Figure 1. Metal 3.
Bar = 100 um.
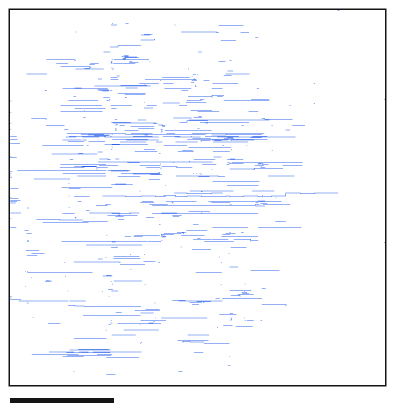
Figure 2. Cell outlines without signal wires.
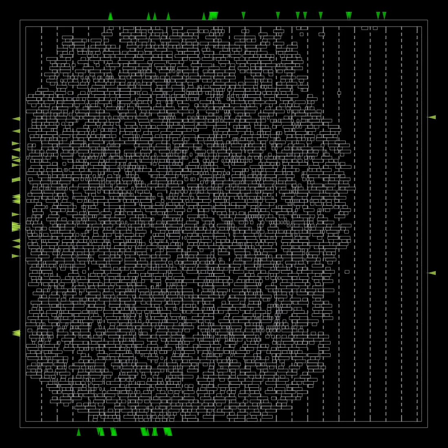
Figure 3. Signal wires by layer.
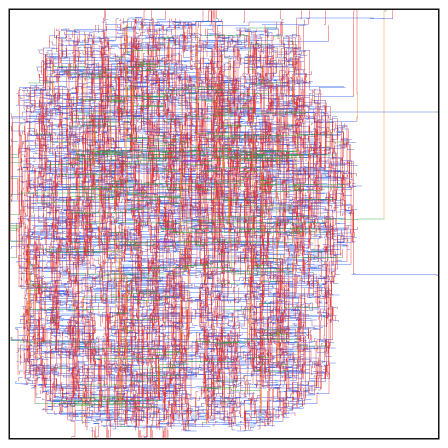
### src/rtl/data_memory_pkg.sv
// Shared datapath constants for the rv32i core and its data memory.
package data_memory_pkg;

  // Architectural register / data word width.
  localparam int XLEN = 32;

  // Data memory word address width and number of implemented words.
  localparam int DM_ADDR_W = 5;
  localparam int DM_DEPTH  = 32;

endpackage : data_memory_pkg

### src/rtl/data_memory.sv
// Word-addressed data memory for the single-cycle datapath.
// Writes happen on the rising clock edge; reads are purely combinational.
// Every word is a flop with an asynchronous clear, so the array is fully
// defined as soon as reset is applied and never reads X afterwards.
module data_memory
  import data_memory_pkg::*;
#(
  parameter int WIDTH  = XLEN,
  parameter int ADDR_W = DM_ADDR_W,
  parameter int DEPTH  = DM_DEPTH
) (
  input  logic              clk,
  input  logic              rst_n,
  input  logic              we,
  input  logic [ADDR_W-1:0] addres,
  input  logic [WIDTH-1:0]  wd,
  output logic [WIDTH-1:0]  rd
);

  // Storage array; each element is driven by its own word register below.
  logic [WIDTH-1:0] mem [0:DEPTH-1];

  // One register per word with its own write-enable decode. Addresses at or
  // beyond DEPTH match no word, so out-of-range writes are dropped.
  for (genvar i = 0; i < DEPTH; i++) begin : g_word
    logic             sel;
    logic [WIDTH-1:0] word_q;

    assign sel    = we && (addres == ADDR_W'(i));
    assign mem[i] = word_q;

    // Clear immediately on reset; otherwise capture wd when this word is addressed.
    always_ff @(posedge clk or negedge rst_n) begin
      if (!rst_n) begin
        word_q <= '0;
      end else if (sel) begin
        word_q <= wd;
      end
    end
  end : g_word

  // Read mux: select the addressed word, or 0 when no word matches.
  always_comb begin
    rd = '0;
    for (int i = 0; i < DEPTH; i++) begin
      if (addres == ADDR_W'(i)) begin
        rd = mem[i];
      end
    end
  end

endmodule : data_memory

### config.mk
export PLATFORM = sky130hd
export DESIGN_NAME = data_memory
export DESIGN_NICKNAME = d
export VERILOG_FILES = /design/src/rtl/data_memory_pkg.sv /design/src/rtl/data_memory.sv
export SDC_FILE = /design/constraint.sdc
export NUM_CORES = 2
export LEC_CHECK = 0
export CAP_MARGIN = 10
export CORE_MARGIN = 5
export CORE_UTILIZATION = 39
export CTS_CLUSTER_DIAMETER = 50
export DETAILED_ROUTE_END_ITERATION = 7
export PLACE_DENSITY = 0.58
export SLEW_MARGIN = 20
export SYNTH_ARGS = -nofsm -noshare
export SYNTH_HDL_FRONTEND = slang
export SYNTH_SLANG_ARGS = --single-unit
### constraint.sdc
create_clock -name clk -period 4.4 [get_ports clk]
set_input_delay 0.44 -clock clk [delete_from_list [all_inputs] [get_ports clk]]
set_output_delay 0.44 -clock clk [all_outputs]
set_load 0.005 [all_outputs]
==> summary.rpt <==
==== FLOW RESULTS ====
----------------------------------------------------
[Worst setup path]
  Most prevalent standard cell on the critical path ........................ sky130_fd_sc_hd__buf_4
  FF-to-FF End ........................ g_word[24].word_q[13]
  Worst endpoint required time ........................ 3.96 ns
  Cell depth of the worst flop-to-flop path ........................ 1
  Critical path startpoint ........................ addres[3]
  WP depth ........................ 10
  CP Max Fanout ........................ 30
  Capture point of the critical path ........................ rd[0]
  CP startpoint kind ........................ primary input

[Placed design]
  DP Cell Count ........................ 5246
  Buffers added on ports ........................ 71
  Post-Place Setup Slack ........................ 0.1645 ns
  Placer congestion estimate ........................ 0.8430

[Pwr]
  IR drop worst, VDD ........................ 0.0003554 V
  Fraction of power consumed by sequential logic ........................ 0.461
  Switch share ........................ 0.2554
  Top pwr grp ........................ registers
  Pleak ........................ 0.02451 uW
  PnR Total Power ........................ 26380 uW
  Combinational share of power ........................ 0.139
  Power Sequential ........................ 12200 uW

[Layout]
  Final Net Count ........................ 3781
  Share of cells above drive strength 1 ........................ 0.4002
  Top reg by flops ........................ g_word.word_q
  Number of fillers in the final layout ........................ between 10000 and 15000
  Relative area change from synthesis to final layout ........................ 15.32%
  Most frequently placed logic cells in the final layout ........................ sky130_fd_sc_hd__dfrtp_1 (1024), sky130_fd_sc_hd__mux2_2 (1021), sky130_fd_sc_hd__a21oi_1 (196), sky130_fd_sc_hd__buf_4 (183), sky130_fd_sc_hd__o21ai_0 (170)

[Clock tree]
  Late-Pin Clk Latency ........................ a little under 0.7 ns
  CTS Buf Count ........................ between 100 and 150
  Clock tree buffer depth ........................ 3
  Clock-pin transition on the worst setup and hold timing paths ........................ approximately 0.06 ns
  Count of H-tree levels built during CTS ........................ 3
  Clk sinks ........................ just over 1000

[Synth]
  Sequential cell area fraction in the yosys report ........................ 0.5380
  Flops after synth ........................ 1024
  Most used standard cells in the synthesized netlist ........................ sky130_fd_sc_hd__dfrtp_1 (1024), sky130_fd_sc_hd__mux2_2 (1021), sky130_fd_sc_hd__a21oi_1 (196), sky130_fd_sc_hd__o21ai_0 (170), sky130_fd_sc_hd__clkbuf_1 (159)
  Mapped Nets ........................ 3747
  Synth Instances ........................ 3707
  Share of Yosys cell area claimed by the top area cell type ........................ 0.5380
  Top cells by area, synth ........................ sky130_fd_sc_hd__dfrtp_1 (54%), sky130_fd_sc_hd__mux2_2 (24%), sky130_fd_sc_hd__a21oi_1 (2.1%), sky130_fd_sc_hd__mux2i_1 (2.0%), sky130_fd_sc_hd__o21ai_0 (1.8%)
  Library cell with the highest instance count after synthesis ........................ sky130_fd_sc_hd__dfrtp_1
  Cell accounting for the most synthesized area ........................ sky130_fd_sc_hd__dfrtp_1
  Distinct lib cells ........................ 81
  Post-synth tally of flip-flops with integrated enable ........................ 0

[STA]
  Period Utilization, post-route ........................ 0.9677
  Slew headroom ........................ 0.2205
  Final Setup Violations ........................ 0
  Final-layout setup total negative slack ........................ 0 ns
  Hold Slack ........................ 0.3206 ns
  Time the worst path needs with I/O delays and setup ........................ around 4.3 ns
  RSZ-0062 raised after global routing ........................ false
  Skew final ........................ 0 ns

[Die]
  Die Span X ........................ about 360 um
  DIE AREA ........................ around 130000 sq um
  Number of ports placed on the die boundary ........................ 72

[Outcome]
  Outcome ........................ completed

[Global routing]
  Maximum number of pins on one net before global-route repair ........................ around 150
  Final global-route overflow total ........................ 0

[Detailed routing]
  Total number of vias ........................ 31682
  Drt drc ........................ 0

----------------------------------------------------
About Figure 1:
The wires run mostly horizontal. The longest straight run is 110 um.

About Figure 2:
post-layout util: 0.4518
final cell count without fillers: 5467
Well Taps: 1625
number of placement rows: 128

About Figure 3:
Key: M5 = purple [wire length 25.8 um]; M4 = orange [wire length 3810 um]; M2 = red [wire length 68.1 mm]; M3 = green [wire length 7520 um]; M1 = blue [wire length 61.9 mm]

-- layer usage --
layer  routed length, um  global-route usage
met2               68110              0.3547
met5                  25                   0
met3                7516             0.03701
met4                3806             0.06349
met1               61940              0.2931
-- final cells by class --
cell class,count,area share
multi-input cells,2311,0.3705
diodes,1,0.00004556
flip-flops and latches,1024,0.4665
repair buffers,283,0.04841
clock buffers,158,0.06146
clock inverters,61,0.01574
inverters,4,0.0002734
well taps,1625,0.03702
-- logic make-up (layout without fill, tap and decap cells) --
| kind of cell | after synthesis | count (layout) | synth area share |
|---|---|---|---|
| compound gates | 765 | 765 | 0.1049 |
| buf+inv | 372 | 506 | 0.03757 |
| flops | 1024 | 1024 | 0.5380 |
| mux | 1175 | 1175 | 0.2800 |
| other cells | 0 | 1 | 0 |
| simple gates | 371 | 371 | 0.03959 |
No activity file was given, so power comes from the tool's default toggle rates.
